m1.png
Bar = 20 microns. Supply wires on this layer in gray.
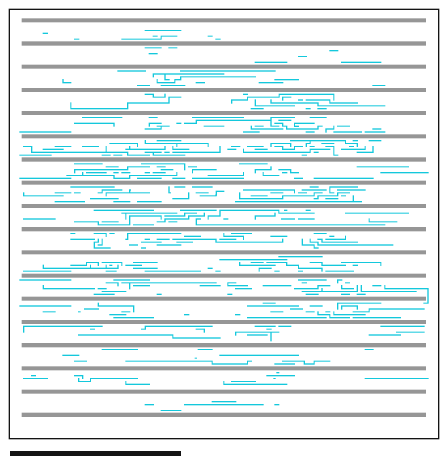
m2.png
Cells faint in the background.
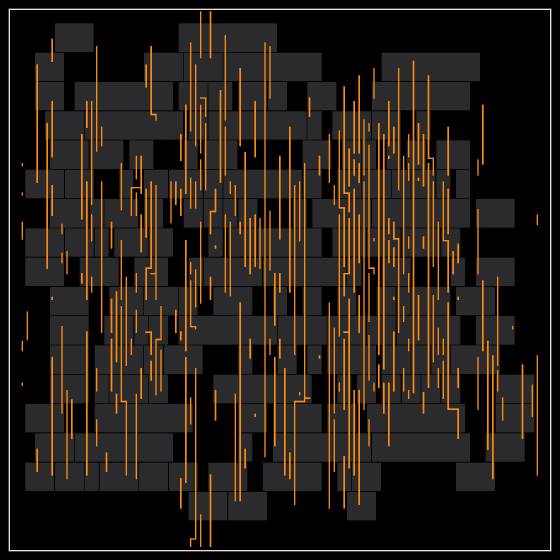
m3.png
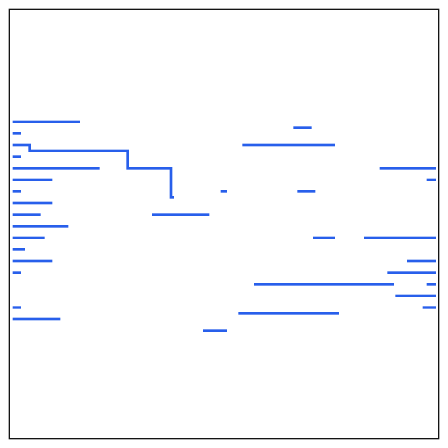
route_heat.png
The die is cut into 10 by 10 equal tiles; dark blue is low, red is high, scaled to the fullest tile. Values are wire area over tile area, all layers added.
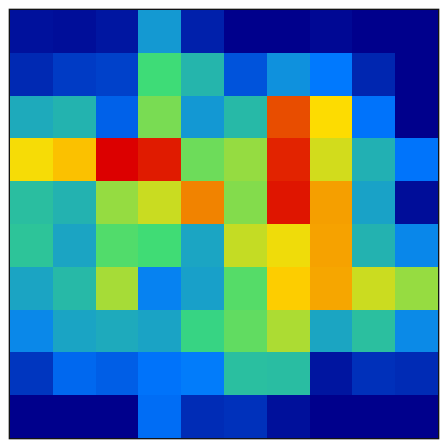
congestion_map.png
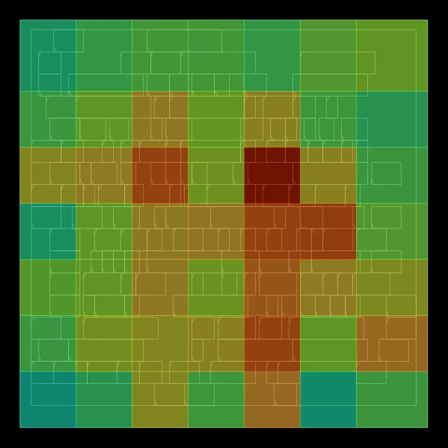
$ cat src/rtl/sort_pru.sv
// Counting-sort readout engine: walks every bin of a count memory, emits each
// key as many times as its count, and clears each bin once it is drained.
module sort_pru #(
  parameter int DATA_W = 4,
  parameter int CNT_W  = 8
) (
  input  logic              clk,
  input  logic              rst,
  input  logic              ctrl2pru_start_vld_i,
  output logic              pru2ctrl_rd_done_vld_o,
  output logic              pru2mem_rd_en_o,
  output logic [DATA_W-1:0] pru2mem_rd_addr_o,
  input  logic [CNT_W-1:0]  mem2pru_rd_data_i,
  output logic              pru2mem_clr_en_o,
  output logic [DATA_W-1:0] pru2mem_clr_addr_o,
  output logic              pru_out_vld_o,
  output logic [DATA_W-1:0] pru_out_data_o,
  input  logic              pru_out_rdy_i,
  output logic              pru_busy_o
);

  typedef enum logic [2:0] {IDLE, RD_REQ, RD_WAIT, EMIT, DONE} state_t;

  localparam logic [DATA_W-1:0] ADDR_MAX = '1;

  state_t            state, state_nxt;
  logic [DATA_W-1:0] addr, addr_nxt;
  logic [CNT_W-1:0]  remain, remain_nxt;
  logic              bin_done;

  always_ff @(posedge clk or posedge rst) begin
    if (rst) begin
      state  <= IDLE;
      addr   <= '0;
      remain <= '0;
    end else begin
      state  <= state_nxt;
      addr   <= addr_nxt;
      remain <= remain_nxt;
    end
  end

  always_comb begin
    state_nxt              = state;
    addr_nxt               = addr;
    remain_nxt             = remain;
    bin_done               = 1'b0;
    pru2mem_rd_en_o        = 1'b0;
    pru2mem_clr_en_o       = 1'b0;
    pru_out_vld_o          = 1'b0;
    pru2ctrl_rd_done_vld_o = 1'b0;
    case (state)
      IDLE: begin
        if (ctrl2pru_start_vld_i) begin
          addr_nxt  = '0;
          state_nxt = RD_REQ;
        end
      end
      RD_REQ: begin
        pru2mem_rd_en_o = 1'b1;
        state_nxt       = RD_WAIT;
      end
      RD_WAIT: begin
        remain_nxt = mem2pru_rd_data_i;
        if (mem2pru_rd_data_i == '0) bin_done = 1'b1;
        else                         state_nxt = EMIT;
      end
      EMIT: begin
        pru_out_vld_o = 1'b1;
        // remain != 0 guard keeps the counter from wrapping
        if (pru_out_rdy_i && remain != '0) begin
          remain_nxt = remain - 1'b1;
          if (remain == CNT_W'(1)) bin_done = 1'b1;
        end
      end
      DONE: begin
        pru2ctrl_rd_done_vld_o = 1'b1;
        state_nxt              = IDLE;
      end
      default: state_nxt = IDLE;
    endcase
    if (bin_done) begin
      pru2mem_clr_en_o = 1'b1;
      if (addr == ADDR_MAX) begin
        state_nxt = DONE;
      end else begin
        addr_nxt  = addr + 1'b1;
        state_nxt = RD_REQ;
      end
    end
  end

  assign pru2mem_rd_addr_o  = addr;
  assign pru2mem_clr_addr_o = addr;
  assign pru_out_data_o     = addr;
  assign pru_busy_o         = (state != IDLE);

endmodule
$ cat config.mk
export PLATFORM = sky130hd
export DESIGN_NAME = sort_pru
export DESIGN_NICKNAME = d
export VERILOG_FILES = /design/src/rtl/sort_pru.sv
export SDC_FILE = /design/constraint.sdc
export NUM_CORES = 1
export LEC_CHECK = 0
export ABC_CLOCK_PERIOD_IN_PS = 2300
export CORE_UTILIZATION = 48
export DETAILED_ROUTE_END_ITERATION = 6
export GPL_TIMING_DRIVEN = 0
export PLACE_DENSITY = 0.9
export SLEW_MARGIN = 20
export SYNTH_ARGS = -nofsm -noshare
export SYNTH_HDL_FRONTEND = slang
export SYNTH_SLANG_ARGS = --single-unit
$ cat constraint.sdc
create_clock -name clk -period 2.3 [get_ports clk]
set_clock_uncertainty 0.15 [all_clocks]
set_input_delay 0.23 -clock clk [delete_from_list [all_inputs] [get_ports clk]]
set_output_delay 0.23 -clock clk [all_outputs]
set_load 0.01 [all_outputs]
==> ci_impl_report.md <==
### Flow metrics

| Metric | Value |
|---|---|
| Clk slew on worst S/H paths | `90 ps` |
| Number of max-slew violations in the final report | `0` |
| Die footprint | `2520 sq um` |
| Inverter tally of the final layout excluding the clock network | `9` |
| Worst slew margin relative to its limit | `60.1%` |
| Tapcells inserted | `28` |
| Result of the run | `finished clean` |
| Final design area excluding fillers | `1480 sq um` |
| Number of flops mapped to enable cells by yosys | `0` |
| Power consumption | `1.45 mW` |
| DRC violation total after the first TritonRoute iteration | `21` |
| Max-area cell class | `multi-input combinational cells` |
| Boundary Pins | `29` |
| Pre-CTS setup slack | `-119 ps` |
| Min-Delay Path Class | `in -> async` |
| Antenna violations before repair | `0` |
| Register fraction of the total cell area | `25.3%` |
| Most common flop cell mapped by yosys | `dfrtp_1` |
| Core region area | `2190 sq um` |
| Residual DRC | `0` |
| Leakage power figure | `0.661 nW` |
| Comb/total area | `43.2%` |
| Net switching component of the power | `630 uW` |
| Cts bufs inserted | `3` |
| Pin count of the biggest net entering global routing | `16` |
| Via count of the first global-routing pass | `970` |
| OpenROAD warning count | `28` |
| Startpoint class of the critical path | `flip-flop` |
| Worst-case reg-to-reg path depth | `6` |
| Unrepaired setup endpoints after global routing | `no` |
| Synth Instances | `122` |
| DIE HEIGHT | `50.2 microns` |
| Clock network area share | `1.77%` |
| Root buffer cell | `clkbuf_4` |
| Final sum of negative setup slack | `0 ps` |
| Commonest non-fill, non-tap cell in the layout | `clkdlybuf4s50_1` |
| Dominant delay contributor by cell family on the critical path | `simple AND/OR/NAND/NOR gates` |
| Routed vias/inst | `5.67` |
| Fraction of registers with async set/reset | `100%` |
| Number of placement rows | `17` |
| Port buffer count | `28` |
| Detailed-placement wirelength estimate | `1830 microns` |
| Count of TritonRoute iterations in the first routing pass | `4` |
| Period Utilization, post-route | `95.5%` |
| Required time at the endpoint of the critical path | `1920 ps` |
| Number of diodes | `0` |
| Cell Chain, Critical Path | `inv_2 > ha_1 > and3b_2 > nand4_4 > nand2_2 > dlygate4sd2_1` |
| Post-DRT Antenna Nets | `0` |
| Die width | `50.2 microns` |
| Total global routing overflow | `0` |
| Crit. End Element | `primary output` |
| CTS Sinks | `15` |
| Peak Freq | `455 MHz` |
| Worst-case setup margin in the final layout | `103 ps` |
| Number of nets in the synthesized netlist | `138` |
| First-pass GRT wire length | `4140 microns` |
| Data arrival at the endpoint of the critical path | `1820 ps` |
| Peak VDD IR | `0.686 mV` |
| Post-route minimum period | `2200 ps` |
| Yosys-reported design area after synthesis | `1110 sq um` |
| Max_cap viols | `0` |
| Avg Inst Size Synth | `9.13 sq um` |
| Slew at the pin closest to its max-slew limit | `597 ps` |
| Most frequently placed logic cells in the final layout | `clkdlybuf4s50_1 (27), dfrtp_1 (15), buf_4 (11), nand2_1 (11), a21oi_1 (9)` |
| Combinational group share of total power | `57.8%` |
| Bufs and invs on worst path | `2` |
| Post-route insts no fill | `184` |
| Crit-path slowest cell | `dfrtp_1` |
| CP Class | `reg -> out` |
| Layout area overhead | `33.0%` |
| Placed inst area | `1430 sq um` |
| CTS H-tree lvls | `1` |
| Synth unique cells | `43` |
| Combinational gate area | `639 sq um` |
| Latest clock arrival within the worst-skew pair | `280 ps` |
| Number of buffers between clock root and the deepest sink | `2` |
| Endpoint of the worst-slack reg-to-reg timing path | `remain[6]` |
| Number of combinational gates with multiple inputs | `87` |
| Synth Seq Share | `33.7%` |
| Part of the total power dissipated in the clock network | `10.2%` |
| Number of nets at the end of the flow | `173` |
| CTS tree | `done` |
| Setup violators final | `0` |
| Synth warnings | `0` |
| Largest fanout of any net on the critical path | `7` |
| Ratio of cells with drive above 1 in the final layout | `21.8%` |
| Clock buffer count in the final layout | `4` |
| Fill cell instance count of the final layout | `177` |
| Sw Share | `43.3%` |
| Worst reg-to-reg setup slack | `450 ps` |
| Sequential group share of total power | `32.0%` |
| Cell area after technology mapping | `1110 sq um` |
| Fraction of area in non-clock buffers | `25.1%` |
| Flip-flop and latch count | `15` |
| Worst stage delay on the critical path | `390 ps` |
| Post-synthesis cell count from yosys | `122` |
| Non-clock buffers | `41` |
| Critical register-to-register path startpoint | `remain[1]` |
| Cell internal pwr | `824 uW` |
| Area taken by flip-flops and latches | `375 sq um` |
| Critical path depth in cells | `6` |
| Initial Utilization | `50.8%` |
| Worst setup path endpoint | `pru2mem_clr_en_o` |
| Final count of hold timing violations | `0` |
| Power density cells | `981 nW/um^2` |
| Launching instance or port of the critical path | `remain[0]` |
| Post-Place Cells | `178` |
| # hold bufs at CTS | `0` |
| Synthesized flop and latch total | `15` |
| Hold Slack | `157 ps` |
| Final weighted congestion in routability-driven placement | `0.892` |
Notes on m1.png above:
wire length on this layer: 1,100 microns
nets with wire on the layer: 145

Notes on m2.png above:
nets with wire on the layer: 154
longest straight run: 38.4 microns
share of all routed wire: 50%
main direction: vertical
final routed wirelength across all metal layers: 2540 microns
met2 Usage GRT: 39.1%
via count: 1,044

Notes on m3.png above:
nets with wire on the layer: 32
share of all routed wire: 6.4%
wire length on this layer: 161 microns
longest straight run: 16.1 microns
met3 Resource Use GR: 3.33%

Notes on route_heat.png above:
densest ninth of the die: middle
fullest tile: 0.44
tiles over half the peak: 31%
DR WL/cell: 13.8 microns
gr usage total: 21.8%

Notes on congestion_map.png above:
busiest layer in global routing: met2
fraction of met1 tracks used by global routing: 25.8%
share of the core filled with cells in the final layout: 67.6%

routing by layer:
metal / vias up / wire (microns) / global-route usage, % / share of wire, %
li1: 502 / - / - / -
met3: 2 / 161 / 3.33 / 6.4
met2: 42 / 1260 / 39.1 / 50
met5: - / 0 / 0 / 0
met4: 0 / 16 / 8.10 / 0.63
met1: 498 / 1100 / 25.8 / 43
registers in the layout, indices dropped and copies added, names as in the netlist:
| name | cells |
|---|---|
| remain | 8 |
| pru2mem_clr_addr_o | 4 |
| state | 3 |
cell usage after synthesis, drive strengths merged (2+ instances only):
cell	n	area (sq um)
nand2	12	45.0
a31o	2	17.5
nor2	7	26.3
and3	2	13.8
nand4b	2	23.8
o21ai	8	40.0
a311oi	2	23.8
mux2i	4	40.0
nand3	6	30.0
nand2b	2	15.0
nor3	5	46.3
a211oi	4	30.0
buf	11	77.6
dfrtp	15	375
a21oi	11	70.1
inv	9	33.8
a22o	2	17.5
ha	4	50.1
a21o	2	15.0
power groups by stage:
stage / sequential (mW) / clock [mW] / combinational, mW
5_1_grt: 0.481 / 0.167 / 0.936
6_report: 0.465 / 0.148 / 0.840
2_1_floorplan: 0.451 / 0 / 0.581
3_3_place_gp: 0.464 / 0 / 0.768
4_1_cts: 0.464 / 0.152 / 0.812
3_5_place_dp: 0.469 / 0 / 0.794
what timing repair did:
| item | 4_1_cts | 5_1_grt |
|---|---|---|
| resized | 3 | 2 |
| setup buffers | 0 | 2 |
| setup endpoints to repair | 1 | 1 |
cell families (layout without fill, tap and decap cells):
group	after synthesis	in the layout	synth area share (%)
and+or+nand+nor	43	43	24.9
AOI/OAI and AO/OA	34	34	21.1
buffers and inverters	20	54	10.0
DFF	15	15	33.7
muxes	5	5	4.94
adders and majority gates	4	4	4.49
xor gates and xnor gates	1	1	0.787
Power is estimated from default activity; no workload was simulated.
